File: config.mk
export PLATFORM = sky130hd
export DESIGN_NAME = vx_fp_pack
export DESIGN_NICKNAME = d
export VERILOG_FILES = /design/src/rtl/vx_fpu_pkg.sv /design/src/rtl/vx_fp_round.sv /design/src/rtl/vx_fp_pack.sv
export SDC_FILE = /design/constraint.sdc
export NUM_CORES = 1
export LEC_CHECK = 0
export CAP_MARGIN = 0
export CORE_UTILIZATION = 60
export DETAILED_ROUTE_END_ITERATION = 10
export PLACE_DENSITY = 0.86
export SYNTH_ARGS = -nofsm -noshare
export SYNTH_HDL_FRONTEND = slang
export SYNTH_SLANG_ARGS = --single-unit
File: constraint.sdc
create_clock -name clk -period 6.2 [get_ports clk]
set_input_delay 1.24 -clock clk [delete_from_list [all_inputs] [get_ports clk]]
set_output_delay 1.24 -clock clk [all_outputs]
set_load 0.05 [all_outputs]
File: src/rtl/vx_fpu_pkg.sv
// Shared FPU encodings: rounding modes, fflags bit positions and the
// classifier's class-vector bit positions.
package vx_fpu_pkg;

    localparam logic [2:0] FRM_RNE = 3'd0;
    localparam logic [2:0] FRM_RTZ = 3'd1;
    localparam logic [2:0] FRM_RDN = 3'd2;
    localparam logic [2:0] FRM_RUP = 3'd3;
    localparam logic [2:0] FRM_RMM = 3'd4;

    localparam int FF_NV = 4;
    localparam int FF_DZ = 3;
    localparam int FF_OF = 2;
    localparam int FF_UF = 1;
    localparam int FF_NX = 0;

    localparam int CLASS_NORMAL    = 6;
    localparam int CLASS_ZERO      = 5;
    localparam int CLASS_SUBNORMAL = 4;
    localparam int CLASS_INF       = 3;
    localparam int CLASS_NAN       = 2;
    localparam int CLASS_QUIET     = 1;
    localparam int CLASS_SIGNALING = 0;

endpackage

File: src/rtl/vx_fp_round.sv
// Rounding-increment decision from lsb/guard/round/sticky and rounding mode.
module vx_fp_round
    import vx_fpu_pkg::*;
(
    input  logic       sign_i,
    input  logic       lsb_i,
    input  logic       g_i,
    input  logic       r_i,
    input  logic       s_i,
    input  logic [2:0] frm_i,
    output logic       inc_o,
    output logic       inexact_o
);
    logic any;
    assign any       = g_i | r_i | s_i;
    assign inexact_o = any;

    // Reserved encodings fall through to round-to-nearest-even.
    always_comb begin
        inc_o = g_i & (r_i | s_i | lsb_i);
        case (frm_i)
            FRM_RTZ: inc_o = 1'b0;
            FRM_RDN: inc_o = sign_i & any;
            FRM_RUP: inc_o = !sign_i & any;
            FRM_RMM: inc_o = g_i;
            default: inc_o = g_i & (r_i | s_i | lsb_i);
        endcase
    end
endmodule

File: src/rtl/vx_fp_pack.sv
// Packs an unpacked FP operand into an IEEE-754 word: stage 1 handles specials
// and denormalization, stage 2 rounds and packs. Elastic valid/ready on both ends.
module vx_fp_pack
    import vx_fpu_pkg::*;
#(
    parameter int EXP_BITS = 8,
    parameter int MAN_BITS = 23
) (
    input  logic                       clk,
    input  logic                       reset,
    input  logic                       valid_in,
    output logic                       ready_in,
    input  logic                       sign_in,
    input  logic [EXP_BITS+1:0]        exp_in,
    input  logic [MAN_BITS+3:0]        man_in,
    input  logic [6:0]                 class_in,
    input  logic [2:0]                 frm_in,
    output logic                       valid_out,
    input  logic                       ready_out,
    output logic [EXP_BITS+MAN_BITS:0] result_out,
    output logic [4:0]                 fflags_out
);
    localparam int EW = EXP_BITS + 2;
    localparam int MW = MAN_BITS + 4;
    localparam int FW = 1 + EXP_BITS + MAN_BITS;
    localparam int SW = EW + 1;

    typedef struct packed {
        logic          sign;
        logic [EW-1:0] exp;
        logic [MW-1:0] man;
        logic          special;
        logic [FW-1:0] spec_word;
        logic          nv;
        logic [2:0]    frm;
        logic          tiny;
    } s1_t;

    s1_t           s1_d, s1_q;
    logic [2:1]    vld_pipe_q;
    logic          s2_load;
    logic [FW-1:0] result_d, result_q;
    logic [4:0]    fflags_d, fflags_q;

    assign s2_load    = !vld_pipe_q[2] || ready_out;
    assign ready_in   = !vld_pipe_q[1] || s2_load;
    assign valid_out  = vld_pipe_q[2];
    assign result_out = result_q;
    assign fflags_out = fflags_q;

    // One extra bit so 1-exp_in cannot wrap for the most negative exponent.
    logic signed [SW-1:0] shamt;
    logic [SW-1:0]        keep_sh;
    logic [MW-1:0]        lost_bits;
    assign shamt     = $signed(SW'(1)) - $signed({exp_in[EW-1], exp_in});
    assign keep_sh   = SW'(MW) - $unsigned(shamt);
    assign lost_bits = man_in << keep_sh;

    always_comb begin
        s1_d      = '0;
        s1_d.sign = sign_in;
        s1_d.exp  = exp_in;
        s1_d.man  = man_in;
        s1_d.frm  = frm_in;
        if (class_in[CLASS_NAN]) begin
            s1_d.special   = 1'b1;
            s1_d.spec_word = {1'b0, {EXP_BITS{1'b1}}, 1'b1, {(MAN_BITS-1){1'b0}}};
            s1_d.nv        = class_in[CLASS_SIGNALING];
        end else if (class_in[CLASS_INF]) begin
            s1_d.special   = 1'b1;
            s1_d.spec_word = {sign_in, {EXP_BITS{1'b1}}, {MAN_BITS{1'b0}}};
        end else if (class_in[CLASS_ZERO]) begin
            s1_d.special   = 1'b1;
            s1_d.spec_word = {sign_in, {(FW-1){1'b0}}};
        end else if (exp_in[EW-1] || exp_in == '0) begin
            s1_d.tiny = 1'b1;
            s1_d.exp  = '0;
            if (shamt >= $signed(SW'(MW)))
                s1_d.man = {{(MW-1){1'b0}}, |man_in};
            else
                s1_d.man = (man_in >> shamt) | {{(MW-1){1'b0}}, |lost_bits};
        end
    end

    logic                inc, inexact, carry, of, to_inf;
    logic [MAN_BITS-1:0] frac_r;
    logic [EW-1:0]       exp_r;

    vx_fp_round u_round (
        .sign_i    (s1_q.sign),
        .lsb_i     (s1_q.man[3]),
        .g_i       (s1_q.man[2]),
        .r_i       (s1_q.man[1]),
        .s_i       (s1_q.man[0]),
        .frm_i     (s1_q.frm),
        .inc_o     (inc),
        .inexact_o (inexact)
    );

    assign {carry, frac_r} = {1'b0, s1_q.man[MW-2:3]} + {{MAN_BITS{1'b0}}, inc};
    // A subnormal that rounds into the hidden bit becomes the smallest normal.
    assign exp_r = !carry          ? s1_q.exp :
                   s1_q.man[MW-1]  ? s1_q.exp + EW'(1) : EW'(1);
    assign of    = $signed(exp_r) >= $signed(EW'((1 << EXP_BITS) - 1));

    always_comb begin
        case (s1_q.frm)
            FRM_RTZ: to_inf = 1'b0;
            FRM_RDN: to_inf = s1_q.sign;
            FRM_RUP: to_inf = !s1_q.sign;
            default: to_inf = 1'b1;
        endcase
    end

    always_comb begin
        result_d        = {s1_q.sign, exp_r[EXP_BITS-1:0], frac_r};
        fflags_d        = '0;
        fflags_d[FF_NX] = inexact;
        fflags_d[FF_UF] = s1_q.tiny & inexact;
        if (s1_q.special) begin
            result_d        = s1_q.spec_word;
            fflags_d        = '0;
            fflags_d[FF_NV] = s1_q.nv;
        end else if (of) begin
            fflags_d[FF_OF] = 1'b1;
            fflags_d[FF_NX] = 1'b1;
            result_d = to_inf ? {s1_q.sign, {EXP_BITS{1'b1}}, {MAN_BITS{1'b0}}}
                              : {s1_q.sign, {(EXP_BITS-1){1'b1}}, 1'b0, {MAN_BITS{1'b1}}};
        end
    end

    always_ff @(posedge clk or posedge reset) begin
        if (reset) begin
            vld_pipe_q <= '0;
            s1_q       <= '0;
            result_q   <= '0;
            fflags_q   <= '0;
        end else begin
            if (ready_in) begin
                vld_pipe_q[1] <= valid_in;
                if (valid_in) s1_q <= s1_d;
            end
            if (s2_load) begin
                vld_pipe_q[2] <= vld_pipe_q[1];
                if (vld_pipe_q[1]) begin
                    result_q <= result_d;
                    fflags_q <= fflags_d;
                end
            end
        end
    end
endmodule

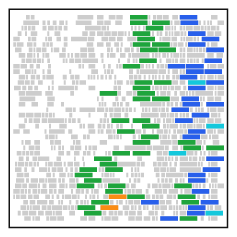
Figure 1: sequential cells coloured by netlist name.
Drawn at 2 px/µm.
Blue shows `result_out`, placed flops 32, where a column on the right. Cyan shows `fflags_out`, placed flops 4. Orange shows `vld_pipe_q`, placed flops 2. Green shows `s1_q`, placed flops 47.

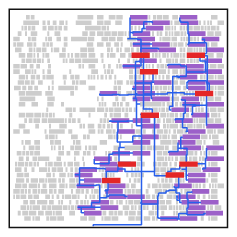
Figure 2: routed clock nets over the placement.
Drawn at 2 px/µm.
Blue shows clock wires, length 1000 µm. Red shows clock-net drivers, count 9. Purple shows flip-flops, count 85.
There are 10 routed clock nets.
Clock Latency Late Sink: 0.34 ns
clock group power: 626 µW
Clk network pwr share: 28.6%

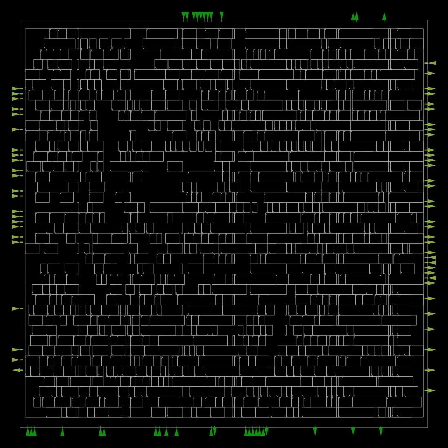
Figure 3: placement view.
area of the core: 10940 µm²
Tapcells: 140
sequential cell area share: 26.62%
Flop Count: 85
Layout Cells excl Fill: 1057

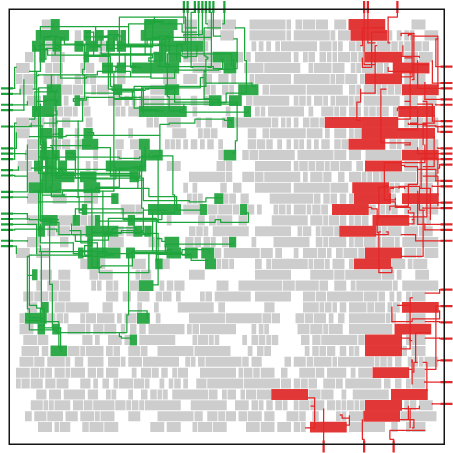
Figure 4: port wiring.
Drawn at 4 px/µm.
Green shows `man_in`, direction input, end cells 104, wire 2520 µm. Red shows `result_out`, direction output, end cells 32, wire 766 µm.

==> run notes <==
flow finished, numbers: status=finished clean, Slew Limit Headroom=roughly a fifth, Tmin final=between 5 and 6 ns, Routed Antenna Nets=0, largest stage delay on the critical path=about 0.96 ns, Worst Slack Setup Final=~1.1 ns, mapped cell area=about 6800 µm², MaxCap Viol Count=0, Tool Warnings=31, synthesis-stage register bit count=~85, WL per Instance=20.66 µm, final slew viol count=0, buffers outside the clock class=about 99, switching share of power=roughly two fifths, CP top delay family=AND-OR/OR-AND gates, Gate Area=4328 µm², R2R setup slack=around 1.6 ns, hold-critical path depth=2, CP cell instances=clkdlybuf4s50_1, inv_2, ha_1, xor2_2, inv_1, ha_1, a32oi_1, o311a_1, o2111ai_1, o21ai_0, o22a_1, PostCTS Resize Cnt=0, hpwl dp=15.42 mm, Top Layout Cells=nand2_1 (146), nor2_1 (100), dfrtp_1 (85), clkdlybuf4s50_1 (85), o21ai_0 (74), Antenna diodes=0, IO Port Bufs=around 86, Logic pwr share=roughly 37%, Setup TNS=0 ns, yosys simple share=about 28%, Worst path most repeated cell=ha_1, Worst Setup EP=s1_q[41], M1 WL=roughly 9 mm, Worst-path clk slew=around 0.060 ns, Post-synth ARST share=100.0%, final critical-path share of the clock period=81.93%, register area=2127 µm², Top non-seq family=simple AND/OR/NAND/NOR gates, nets=between 900 and 1000, largest net degree at the start of global routing=between 80 and 90, Post-Place Cells=~1000, combinational power=812 µW, die height=about 110 µm, total gr overflow=0, DR top layer=met4, vias in the first global route=about 6800, buffer share of cell area=11.93%, CTS Buffer Depth=2, Fin. Hold Viols=0, Top cell excl fill/tap=nand2_1, register with the most flip-flops=s1_q, Initial DRT Pass Iterations=5, fmax=slightly below 0.2 GHz, CTS buffer count=9, Chip Area=between 10000 and 15000 µm², Flop pwr share=34.3%, crit path DRT=roughly 6.4 ns, adder share=~1.4%, DRC Markers=0, top-count cell post-synth=nand2_1, first-pass GRT wire length=roughly 35 mm, Core Util, Final=~73%, aoi share=approximately a fifth, final setup fails=0, hold bufs inserted after CTS=0, syn_nets=roughly 900, Startpoint Class=input port, Largest register FFs=47, dpl ws=about 0.96 ns, crit-path max FO=21, WP data arrival=about 5.3 ns, CTS Root Buffer Type=clkbuf_16, final wirelength=21.83 mm, RePlAce Congestion=~0.96, minimum hold slack=~0.47 ns, kind of critical path=input port to register, design area=~8000 µm², busiest grt layer=met2, met2 wire length=about 10 mm, GRT Overall Usage=between 30% and 40%, Post-synth EDFFs=0, reg2reg path depth=13, Sw Pwr=roughly 840 µW, initial drt markers=743, CTS tree=built, worst min-delay path category=register to register, Area-dominant class=multi-input combinational cells, die width=about 110 µm, Area contributors post-synth=dfrtp_1 (31%), nand2_1 (8.1%), nor2_1 (5.5%), reg2reg end=result_out[20], Hold Path End=s1_q[35], GR Util met2=roughly 63%, Max VDD drop=~0.00031 V, Yosys warnings=0, Pleak=around 3.1 nW, Sequential Power=751 µW, Top cell area share=31.34%
Power is estimated from default activity; no workload was simulated.
